<file path="src/rtl/pin_capture_buffer.sv">
// Probe-pin capture front end: synchronises the pins, waits for a masked trigger,
// then stores decimated samples in a block-RAM FIFO that the SPI stage drains.
module pin_capture_buffer #(
    parameter int DEPTH       = 256,
    parameter int CAPTURE_LEN = 256,
    parameter int DIV_W       = 16
) (
    input  logic                       clk,
    input  logic                       rst,
    input  logic [7:0]                 pin_values,
    input  logic                       arm,
    input  logic [7:0]                 trig_mask,
    input  logic [7:0]                 trig_value,
    input  logic [DIV_W-1:0]           div,
    input  logic                       rd_en,
    output logic [7:0]                 rd_data,
    output logic                       rd_valid,
    output logic                       empty,
    output logic                       full,
    output logic [$clog2(DEPTH):0]     level,
    output logic [1:0]                 state,
    output logic                       overflow
);

    localparam int AW    = $clog2(DEPTH);
    localparam int LVL_W = AW + 1;
    localparam logic [15:0]      LAST_IDX  = 16'(CAPTURE_LEN - 1);
    localparam logic [LVL_W-1:0] LVL_FULL  = LVL_W'(DEPTH);

    typedef enum logic [1:0] {
        ST_IDLE    = 2'd0,
        ST_ARMED   = 2'd1,
        ST_CAPTURE = 2'd2,
        ST_DONE    = 2'd3
    } state_t;

    state_t             r_state;
    state_t             w_state_next;

    logic [7:0]         r_sync1;
    logic [7:0]         r_sync2;

    logic [7:0]         r_mem [DEPTH];
    logic [AW-1:0]      r_wr_ptr;
    logic [AW-1:0]      r_rd_ptr;
    logic [LVL_W-1:0]   r_level;
    logic [LVL_W-1:0]   w_level_next;
    logic               r_empty;
    logic               r_full;
    logic [7:0]         r_rd_data;
    logic               r_rd_valid;
    logic               r_overflow;

    logic [DIV_W-1:0]   r_div_q;
    logic [DIV_W-1:0]   r_div_cnt;
    logic [15:0]        r_stored;

    logic               w_trig_hit;
    logic               w_div_hit;
    logic               w_last;
    logic               w_rd_accept;
    logic               w_strobe;
    logic               w_wr_en;
    logic               w_drop;

    // Two-flop synchroniser per pin; r_sync2 is the only view of the pins used below.
    genvar gi;
    generate
        for (gi = 0; gi < 8; gi++) begin : g_sync
            always_ff @(posedge clk) begin
                if (rst) begin
                    r_sync1[gi] <= 1'b0;
                    r_sync2[gi] <= 1'b0;
                end else begin
                    r_sync1[gi] <= pin_values[gi];
                    r_sync2[gi] <= r_sync1[gi];
                end
            end
        end
    endgenerate

    assign w_trig_hit  = ((r_sync2 ^ trig_value) & trig_mask) == 8'h00;
    assign w_div_hit   = (r_div_cnt == r_div_q);
    assign w_last      = (r_stored == LAST_IDX);
    assign w_rd_accept = rd_en && !r_empty && !arm;

    // The trigger cycle itself is sample 0; later strobes come from the divider.
    always_comb begin
        w_strobe = 1'b0;
        if (!arm) begin
            case (r_state)
                ST_ARMED:   w_strobe = w_trig_hit;
                ST_CAPTURE: w_strobe = w_div_hit;
                default:    w_strobe = 1'b0;
            endcase
        end
    end

    assign w_wr_en = w_strobe && (!r_full || w_rd_accept);
    assign w_drop  = w_strobe && r_full && !w_rd_accept;

    always_ff @(posedge clk) begin
        if (rst) begin
            r_state <= ST_IDLE;
        end else begin
            r_state <= w_state_next;
        end
    end

    always_comb begin
        w_state_next = r_state;
        if (arm) begin
            w_state_next = ST_ARMED;
        end else if (w_strobe && w_last) begin
            w_state_next = ST_DONE;
        end else if (r_state == ST_ARMED && w_trig_hit) begin
            w_state_next = ST_CAPTURE;
        end
    end

    always_ff @(posedge clk) begin
        if (rst) begin
            r_div_q    <= '0;
            r_div_cnt  <= '0;
            r_stored   <= '0;
            r_overflow <= 1'b0;
        end else if (arm) begin
            r_div_cnt  <= '0;
            r_stored   <= '0;
            r_overflow <= 1'b0;
        end else begin
            if (r_state == ST_ARMED && w_trig_hit) begin
                r_div_q   <= div;
                r_div_cnt <= '0;
            end else if (r_state == ST_CAPTURE) begin
                r_div_cnt <= w_div_hit ? '0 : r_div_cnt + DIV_W'(1);
            end
            // Dropped samples still count so the capture window stays time-accurate.
            if (w_strobe) begin
                r_stored <= r_stored + 16'd1;
            end
            if (w_drop) begin
                r_overflow <= 1'b1;
            end
        end
    end

    assign w_level_next = r_level + LVL_W'(w_wr_en) - LVL_W'(w_rd_accept);

    always_ff @(posedge clk) begin
        if (rst || arm) begin
            r_wr_ptr <= '0;
            r_rd_ptr <= '0;
            r_level  <= '0;
            r_empty  <= 1'b1;
            r_full   <= 1'b0;
        end else begin
            if (w_wr_en) begin
                r_wr_ptr <= r_wr_ptr + AW'(1);
            end
            if (w_rd_accept) begin
                r_rd_ptr <= r_rd_ptr + AW'(1);
            end
            r_level <= w_level_next;
            r_empty <= (w_level_next == '0);
            r_full  <= (w_level_next == LVL_FULL);
        end
    end

    always_ff @(posedge clk) begin
        if (w_wr_en) begin
            r_mem[r_wr_ptr] <= r_sync2;
        end
    end

    // Read-first: a pop from a full FIFO with a same-cycle write sees the old entry.
    always_ff @(posedge clk) begin
        if (rst) begin
            r_rd_data  <= 8'h00;
            r_rd_valid <= 1'b0;
        end else begin
            r_rd_valid <= w_rd_accept;
            if (w_rd_accept) begin
                r_rd_data <= r_mem[r_rd_ptr];
            end
        end
    end

    assign rd_data  = r_rd_data;
    assign rd_valid = r_rd_valid;
    assign empty    = r_empty;
    assign full     = r_full;
    assign level    = r_level;
    assign state    = r_state;
    assign overflow = r_overflow;

endmodule

</file>
<file path="config.mk">
export PLATFORM = sky130hd
export DESIGN_NAME = pin_capture_buffer
export DESIGN_NICKNAME = d
export VERILOG_FILES = /design/src/rtl/pin_capture_buffer.sv
export SDC_FILE = /design/constraint.sdc
export NUM_CORES = 2
export LEC_CHECK = 0
export CAP_MARGIN = 40
export CORE_MARGIN = 2
export CORE_UTILIZATION = 30
export DETAILED_ROUTE_END_ITERATION = 6
export HOLD_SLACK_MARGIN = 0.06
export PLACE_DENSITY_LB_ADDON = 0.05
export RECOVER_POWER = 50
export SLEW_MARGIN = 20
export SYNTH_ARGS = -nofsm -noshare
export SYNTH_HDL_FRONTEND = slang
export SYNTH_SLANG_ARGS = --single-unit
</file>
<file path="constraint.sdc">
create_clock -name clk -period 20.1 [get_ports clk]
set_input_delay 2.01 -clock clk [delete_from_list [all_inputs] [get_ports clk]]
set_output_delay 2.01 -clock clk [all_outputs]
set_load 0.05 [all_outputs]
</file>
==> flow_summary_export.csv <==
group,metric,value,unit
cells_and_area,syn2layout_area_growth,16.58,%
worst_hold_path,whs_path_depth,1,
cells_and_area,nonClkBufAreaFrac,0.03056,
cells_and_area,utilization,0.3515,
job,max_cap_viol_count,37,
cells_and_area,comb-cell-share,0.1945,
setup_path,rr_endpoint,"r_mem[74][2]",
yosys,yosys_area,84160,um^2
yosys,ys.flop_type,"edfxtp_1",
setup_path,critPathMaxFanout,176,
clocking,h-tree-depth,4,
pwr,p_int,7.541,mW
yosys,muxShareOfSynthArea,0.1523,
setup_path,ff2ff_path_depth,1,
setup_path,startpoint,"r_sync2[2]",
setup_path,cp_num_buf_inv,1,
setup_path,endpoint_kind,"flop",
yosys,ys_sh_aoi,0.02566,
placed_design,port_buffers,66,
setup_path,startpoint_type,"flop",
yosys,syn_inst,4202,
cells_and_area,comb_cells,1794,
global_routing,grt_util_met3,0.02656,
pwr,pwr-share-clk,0.451,
route,dr_wl_met3,10860,um
timing,final.setup.tns,0,ps
setup_path,critical_path_class,"reg2reg",
timing,drv_slew,2092,
clocking,cts_resized,0,
yosys,xor_area_frac,0.006036,
cells_and_area,mi_logic_area,19080,um^2
timing,fin_crit,9652,ps
yosys,yosysTopAreaCell,"edfxtp_1",
route,m1WireLength,119700,um
yosys,fa_ha_area_frac,0.002914,
outcome,violations,"max-capacitance violations, max-slew violations",
route,top_layer_used,"met4",
timing,hold_violations,0,
outcome,outcome,"complete, but fails checks",
yosys,yosysWarnings,0,
cells_and_area,final_layout_size_suffix_gt1_frac,0.2370,
[how the worst max path moves through the flow]
stage                               to  slack [ps]  cells after the start
after floorplan                   full       13230                     16
after global placement            full       13850                     17
after detailed placement          full       13880                     17
after CTS                   rd_data[4]       14340                     12
after global routing      r_mem[16][2]        9180                      1
final                     r_mem[74][2]       10450                      1
[metrics by stage]
stage / setup slack (ps) / power, mW / instances / instance area [um^2]
3_5_place_dp: 13880 / 5.384 / 7993 / 90220
4_1_cts: 14340 / 9.768 / 8437 / 97900
6_report: 10450 / 9.627 / 8523 / 98110
3_3_place_gp: 13850 / 5.380 / 7858 / 88920
5_1_grt: 9182 / 9.953 / 8521 / 98100
2_1_floorplan: 13230 / 5.263 / 4202 / 84160
[registers in the layout, indices dropped and copies added (netlist names)]
name,flops
rd_valid,1
level,9
r_mem,2048
r_rd_ptr,8
full,1
r_wr_ptr,8
r_div_q,16
rd_data,8
state,2
r_sync1,8
r_div_cnt,16
overflow,1
empty,1
r_stored,16
r_sync2,8
[cells in the final DEF, fill, tap and decap left out, drive strengths merged, types with 8 or more instances in the layout]
cell type and count:
a2111oi 8, a211oi 22, a21oi 28, a221oi 19, a22oi 44, a31oi 11, and2 10, and3 18
buf 275, bufinv 19, clkbuf 352, clkdlybuf4s50 65, clkinv 104, dfxtp 103, edfxtp 2048, ha 18
inv 29, mux2i 176, mux4 491, nand2 167, nand2b 13, nand3 45, nand4 22, nor2 356
nor2b 29, nor3 32, nor4 8, o2111ai 8, o211ai 10, o21ai 54, o22ai 61, or3 13
or4 10, xnor2 31, xor2 27
[power groups by stage]
stage	Clock [mW]	Sequential [mW]	Combinational [mW]
floorplan	0	5.05	0.213
global placement	0	5.02	0.365
detailed placement	0	5.01	0.374
CTS	4.48	4.92	0.375
global route	4.64	4.93	0.389
finish	4.34	4.93	0.358
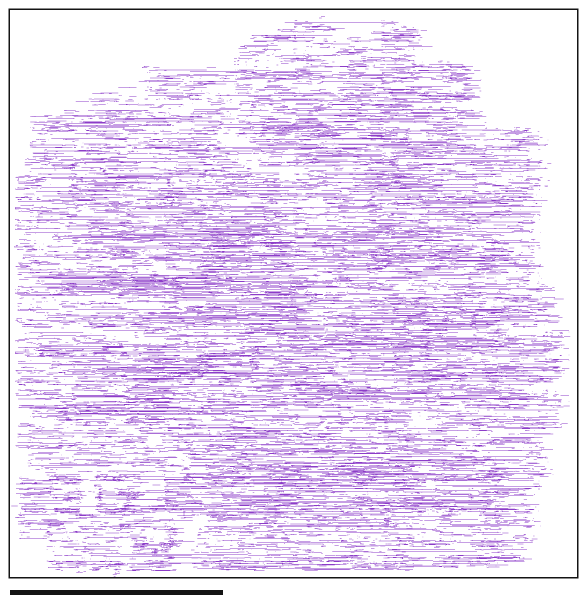
Fig. 1. Metal 1.
The bar under the picture is 200 um long.
The wires run mostly horizontal. The longest straight run is 133 um. 4552 nets have wire on it. The layer carries 120 mm of wire. The layer holds 46% of the routed length.
met1 GRT Util: 0.2575
final WL: 260000 um
DR vias: 42.17k

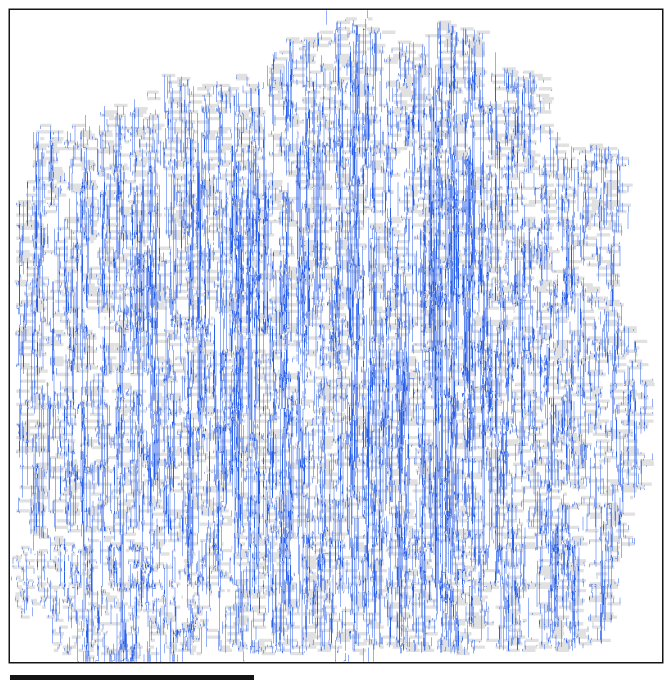
Fig. 2. The metal 2 layer.
The bar under the picture is 200 um long. Cells faint in the background.
The layer holds 48% of the routed length. The layer carries 124 mm of wire. The wires run mostly vertical.

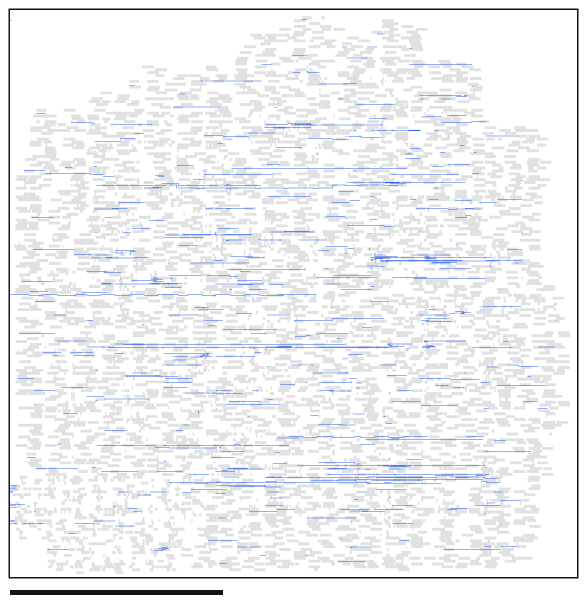
Fig. 3. The metal 3 layer.
The bar under the picture is 200 um long. Cells faint in the background.
The layer holds 4.2% of the routed length. 273 nets have wire on it. The layer carries 10900 um of wire.

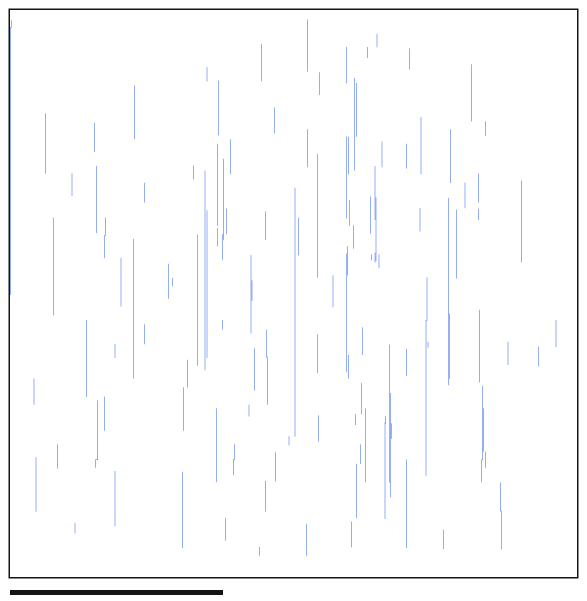
Fig. 4. Signal wires on met4.
The bar under the picture is 200 um long.
The layer carries 5840 um of wire. 45 nets have wire on it. The longest straight run is 252 um. The wires run mostly vertical.

Power figures rest on the tool's default switching activity, not on a simulated workload.
